`config.mk`:
```
export PLATFORM = sky130hd
export DESIGN_NAME = timer_multi
export DESIGN_NICKNAME = d
export VERILOG_FILES = /design/src/rtl/timer_multi.sv
export SDC_FILE = /design/constraint.sdc
export NUM_CORES = 1
export LEC_CHECK = 0
export CAP_MARGIN = 20
export CORE_AREA = 2 2 179 181
export CTS_BUF_LIST = sky130_fd_sc_hd__clkbuf_4 sky130_fd_sc_hd__clkbuf_8 sky130_fd_sc_hd__clkbuf_16
export CTS_CLUSTER_DIAMETER = 30
export DETAILED_ROUTE_END_ITERATION = 8
export DIE_AREA = 0 0 181 183
export PLACE_DENSITY_LB_ADDON = 0.2
export SYNTH_ARGS = -nofsm -noshare
export SYNTH_HDL_FRONTEND = slang
export SYNTH_SLANG_ARGS = --single-unit
```
`constraint.sdc`:
```
create_clock -name clk -period 9.6 [get_ports clk]
set_clock_uncertainty 0.1 [all_clocks]
set_input_delay 1.92 -clock clk [delete_from_list [all_inputs] [get_ports clk]]
set_output_delay 1.92 -clock clk [all_outputs]
set_load 0.01 [all_outputs]
```
`src/rtl/timer_multi.sv`:
```
// Multi-channel prescaled down-counter timer on the D16i 16-bit register bus.
// A write is a single-cycle strobe (we) and lands at that posedge; reads are a combinational decode of addr.
module timer_multi #(
  parameter int          CHANNELS    = 4,
  parameter int          WIDTH       = 16,
  parameter logic [15:0] BASE_GLOBAL = 16'h0040
) (
  input  logic        clk,
  input  logic        rst,
  input  logic [15:0] din,
  input  logic [15:0] addr,
  input  logic        we,
  output logic [15:0] dout,
  output logic        irq
);

  localparam logic [15:0] CHAN_END = 16'(4 * CHANNELS);

  // Per-channel control bits
  logic [CHANNELS-1:0] en_q, en_d;
  logic [CHANNELS-1:0] mode_q, mode_d;

  // Per-channel datapath registers
  logic [WIDTH-1:0] prescale_q [CHANNELS];
  logic [WIDTH-1:0] prescale_d [CHANNELS];
  logic [WIDTH-1:0] reload_q   [CHANNELS];
  logic [WIDTH-1:0] reload_d   [CHANNELS];
  logic [WIDTH-1:0] count_q    [CHANNELS];
  logic [WIDTH-1:0] count_d    [CHANNELS];
  logic [WIDTH-1:0] pcnt_q     [CHANNELS];
  logic [WIDTH-1:0] pcnt_d     [CHANNELS];

  // Global interrupt registers
  logic [CHANNELS-1:0] irq_status_q, irq_status_d;
  logic [CHANNELS-1:0] irq_en_q, irq_en_d;

  // Address decode
  logic       chan_hit;
  logic [2:0] chan_sel;
  logic [1:0] reg_sel;
  logic       sts_wr;
  logic       ien_wr;

  assign chan_hit = (addr < CHAN_END);
  assign chan_sel = addr[4:2];
  assign reg_sel  = addr[1:0];
  assign sts_wr   = we && (addr == BASE_GLOBAL);
  assign ien_wr   = we && (addr == BASE_GLOBAL + 16'd1);

  logic [CHANNELS-1:0] ctrl_wr;
  logic [CHANNELS-1:0] pre_wr;
  logic [CHANNELS-1:0] rel_wr;
  logic [CHANNELS-1:0] load_wr;
  logic [CHANNELS-1:0] tick;
  logic [CHANNELS-1:0] expire;

  always_comb begin
    ctrl_wr = '0;
    pre_wr  = '0;
    rel_wr  = '0;
    load_wr = '0;
    tick    = '0;
    expire  = '0;
    for (int c = 0; c < CHANNELS; c++) begin
      ctrl_wr[c] = we && chan_hit && (chan_sel == 3'(c)) && (reg_sel == 2'd0);
      pre_wr[c]  = we && chan_hit && (chan_sel == 3'(c)) && (reg_sel == 2'd1);
      rel_wr[c]  = we && chan_hit && (chan_sel == 3'(c)) && (reg_sel == 2'd2);
      load_wr[c] = ctrl_wr[c] && din[2];
      tick[c]    = en_q[c] && (pcnt_q[c] == prescale_q[c]);
      // A LOAD in the same cycle swallows the tick, including its expiry.
      expire[c]  = tick[c] && (count_q[c] == '0) && !load_wr[c];
    end
  end

  // Next-state for every channel
  always_comb begin
    for (int c = 0; c < CHANNELS; c++) begin
      en_d[c]       = en_q[c];
      mode_d[c]     = mode_q[c];
      prescale_d[c] = prescale_q[c];
      reload_d[c]   = reload_q[c];
      count_d[c]    = count_q[c];
      pcnt_d[c]     = pcnt_q[c];

      if (tick[c]) begin
        pcnt_d[c] = '0;
        if (count_q[c] != '0) begin
          count_d[c] = count_q[c] - 1'b1;
        end else if (mode_q[c]) begin
          count_d[c] = reload_q[c];
        end else begin
          en_d[c] = 1'b0;
        end
      end else if (en_q[c]) begin
        pcnt_d[c] = pcnt_q[c] + 1'b1;
      end

      if (pre_wr[c]) begin
        prescale_d[c] = din[WIDTH-1:0];
        pcnt_d[c]     = '0;
      end

      if (rel_wr[c]) begin
        reload_d[c] = din[WIDTH-1:0];
      end

      // Explicit CTRL writes override a one-shot self-disable in the same cycle.
      if (ctrl_wr[c]) begin
        en_d[c]   = din[0];
        mode_d[c] = din[1];
        if (din[0] && !en_q[c]) begin
          pcnt_d[c] = '0;
        end
      end

      if (load_wr[c]) begin
        count_d[c] = reload_q[c];
        pcnt_d[c]  = '0;
      end

      if (!en_d[c]) begin
        pcnt_d[c] = '0;
      end
    end
  end

  // Set wins over a simultaneous write-1-to-clear.
  always_comb begin
    irq_status_d = irq_status_q;
    irq_en_d     = irq_en_q;
    if (sts_wr) begin
      irq_status_d = irq_status_q & ~din[CHANNELS-1:0];
    end
    irq_status_d = irq_status_d | expire;
    if (ien_wr) begin
      irq_en_d = din[CHANNELS-1:0];
    end
  end

  always_ff @(posedge clk) begin
    if (rst) begin
      en_q         <= '0;
      mode_q       <= '0;
      irq_status_q <= '0;
      irq_en_q     <= '0;
      for (int c = 0; c < CHANNELS; c++) begin
        prescale_q[c] <= '0;
        reload_q[c]   <= '0;
        count_q[c]    <= '0;
        pcnt_q[c]     <= '0;
      end
    end else begin
      en_q         <= en_d;
      mode_q       <= mode_d;
      irq_status_q <= irq_status_d;
      irq_en_q     <= irq_en_d;
      for (int c = 0; c < CHANNELS; c++) begin
        prescale_q[c] <= prescale_d[c];
        reload_q[c]   <= reload_d[c];
        count_q[c]    <= count_d[c];
        pcnt_q[c]     <= pcnt_d[c];
      end
    end
  end

  // Read mux; LOAD is write-only so CTRL only returns MODE and EN.
  logic [15:0] rdata;

  always_comb begin
    rdata = '0;
    if (chan_hit) begin
      for (int c = 0; c < CHANNELS; c++) begin
        if (chan_sel == 3'(c)) begin
          case (reg_sel)
            2'd0:    rdata[1:0]       = {mode_q[c], en_q[c]};
            2'd1:    rdata[WIDTH-1:0] = prescale_q[c];
            2'd2:    rdata[WIDTH-1:0] = reload_q[c];
            default: rdata[WIDTH-1:0] = count_q[c];
          endcase
        end
      end
    end else if (addr == BASE_GLOBAL) begin
      rdata[CHANNELS-1:0] = irq_status_q;
    end else if (addr == BASE_GLOBAL + 16'd1) begin
      rdata[CHANNELS-1:0] = irq_en_q;
    end
  end

  assign dout = rdata;
  assign irq  = |(irq_status_q & irq_en_q);

endmodule

```
met1.png
Supply wires on this layer in gray.
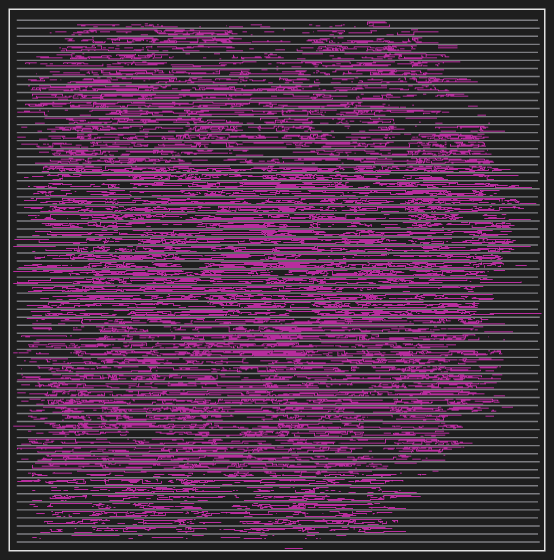
wire length on this layer: 23.8 mm
main direction: horizontal
longest straight run: 56.1 µm

registers.png
Other sequential cells in the stronger gray, the rest of the logic in the fainter gray.
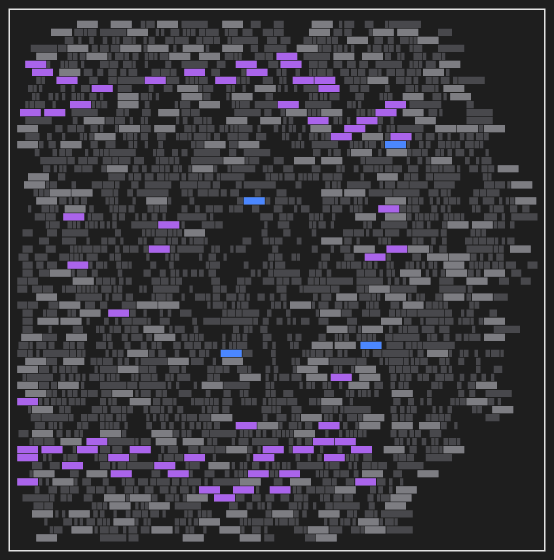
| color | netlist name | flops | where |
|---|---|---|---|
| purple | prescale_q | 64 | widely spread |
| blue | en_q | 4 | center |
not colored: 204

gate_families.png
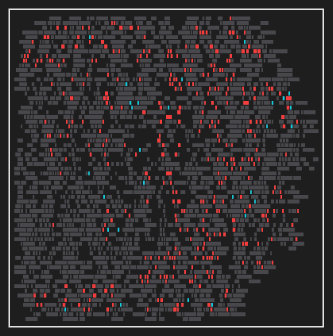
| color | family | cells | most used |
|---|---|---|---|
| cyan | inverters | 28 | inv_1 |
| red | NAND gates | 353 | nand2_1 |

final_clocks.png
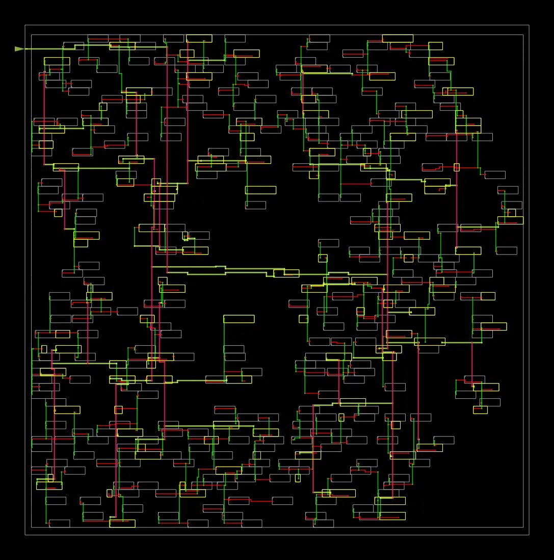
clock buf count: 90
Clock Latency Late Sink: 0.58 ns
CTS Buf Count: 68

==> layout make-up <==
class                      count  area, µm²  area share
antenna                        1       2.50    0.000135
clock buffer                  90       1960       0.106
clock inverter                34        453      0.0245
inverter                      28        105     0.00568
multi-input combinational   1559       9340       0.504
sequential                   272       5450       0.294
tap                          402        503      0.0272
timing repair buffer          77        699      0.0378
==> routing by layer <==
layer	global-route usage	vias up
met5	0	-
met4	0.157	0
li1	-	7080
met3	0.0842	185
met2	0.496	839
met1	0.460	7378
==> cells in the final DEF (no fill, tap or decap), drive strengths merged, types with 20 or more instances in the layout <==
| cell type | n |
|---|---|
| nor2 | 270 |
| nand2 | 263 |
| nand3 | 59 |
| clkdlybuf4s50 | 48 |
| nor3 | 61 |
| clkbuf | 90 |
| nor4 | 37 |
| xnor2 | 69 |
| a21oi | 211 |
| nand4 | 28 |
| dfxtp | 272 |
| buf | 29 |
| and2 | 29 |
| o22ai | 35 |
| o21ai | 76 |
| mux2i | 118 |
| or3 | 20 |
| o211ai | 31 |
| inv | 34 |
| xor2 | 52 |
==> power breakdown <==
part           leakage [nW]  total (mW)  internal, mW  switching, mW
logic                  2.98       0.107        0.0277         0.0796
clock network          1.20        2.37          1.63          0.737
registers              2.19        1.13          1.13     0.00000369
total                  6.36        3.61          2.79          0.817
==> cells by family (layout without fill, tap and decap cells) <==
| kind of cell | Yosys count | in the layout |
|---|---|---|
| xor+xnor | 121 | 121 |
| mux | 140 | 140 |
| flops | 272 | 272 |
| simple gates | 845 | 845 |
| other cells | 0 | 1 |
| compound gates | 441 | 441 |
| fa+ha+maj | 12 | 12 |
| buf+inv | 164 | 229 |
==> state kept, by name, summed over array words and instances (netlist names) <==
register	cells
count_q	64
pcnt_q	64
prescale_q	64
reload_q	64
en_q	4
irq_en_q	4
irq_status_q	4
mode_q	4
==> out/metrics.yaml <==
status: "finished clean"
cp-start-kind: "input port"
antenna_found_initial: 1
setup_viol: 0
core_mm2: 0.0312
fin_tns_setup_ns: 0
crit_slowest_cell: "clkinv_1"
dpl_worst_slack_ns: 2.62
worst_ir_drop_vdd_mv: 0.160
drc: 0
synth_largest_type_area_fraction: 0.352
rows: 65
wl_met3_mm: 6.00
slew_violations: 0
hp-class: "reg2reg"
ys_area_mm2: 0.0154
ys_sh_aoi: 0.170
setup_slack_ns: 2.47
grt_pass1_wl_mm: 85.9
place_area_mm2: 0.0161
cts-root-buf: "clkbuf_16"
adder_share: 0.00972
numPortBuffers: 51
crit_type: "in2out"
final_hold_viol_count: 0
cts_max_path_buffers: 3
critPathTopFamily: "buffers and inverters"
synthCells: 1995
whs_ns: 0.371
path_clk_slew_ns: 0.05
syn-num-nets: 2042
fin_crit_ns: 7.13
numSynthFlops: 272
reg2reg_to: "count_q[3][1]"
routed_wirelength_mm: 56.2
num-nets-final: 2053
die_area_mm2: 0.0331
finish.instance_area_mm2: 0.0185
die_y_um: 183
drtAntennaViolNets: 0
fp_util: 0.495
crit_end: "dout[6]"
hpwl_mm: 38.8
top_cells_by_area: "dfxtp_1 (35%), mux2i_1 (7.6%), a21oi_1 (6.8%)"
reg2reg_depth: 6
edf_count: 0
cts.sinks: 272
grt_max_degree: 81
synth_cell_types: 73
logic_family: "simple AND/OR/NAND/NOR gates"
rsz0062_at_grt: "false"
path_cells: "buf_2, buf_4, clkinv_1, buf_4, nor2_1, a21oi_1, o22ai_1, nor3_1, a211oi_1, clkdlybuf4s50_1"
tool_warnings: 30
fillerInstances: 2830
cts_setup_buffers: 0
m1WireLength_mm: 23.8
rrSetupSlack_ns: 6.57
leakagePower_nw: 6.36
top_layer: "met4"
synth_area_mm2: 0.0154
ys_warn_count: 0
place_congestion: 0.994
vias: 15500
syn2layout_area_growth_pct: 19.8
num_io_pins: 52
r2r_start: "prescale_q[0][51]"
wl_met2_mm: 23.8
synth_top_cell_by_area: "dfxtp_1"
hp-start: "reload_q[0][43]"
hold_buffers: 0
crit_buf_inv: 5
dieWidth_um: 181
ys_seq_frac: 0.352
max_cap_violations: 0
fin_util: 0.593
worst_slew_pin_slew_ns: 1.13
fin_total_pwr_mw: 3.61
htree_levels: 3
pwr_density_cell_mw_per_mm2: 195
fin_crit_sh: 0.742
tritoncts: "yes"
synth.avg_cell_area_um2: 7.74
path_max_fanout: 33
max_stage_delay_ns: 0.73
grt_overflow: 0
end_kind: "output port"
max_freq_mhz: 140
synth-main-ff-cell: "dfxtp_1"
Power is estimated from default activity; no workload was simulated.
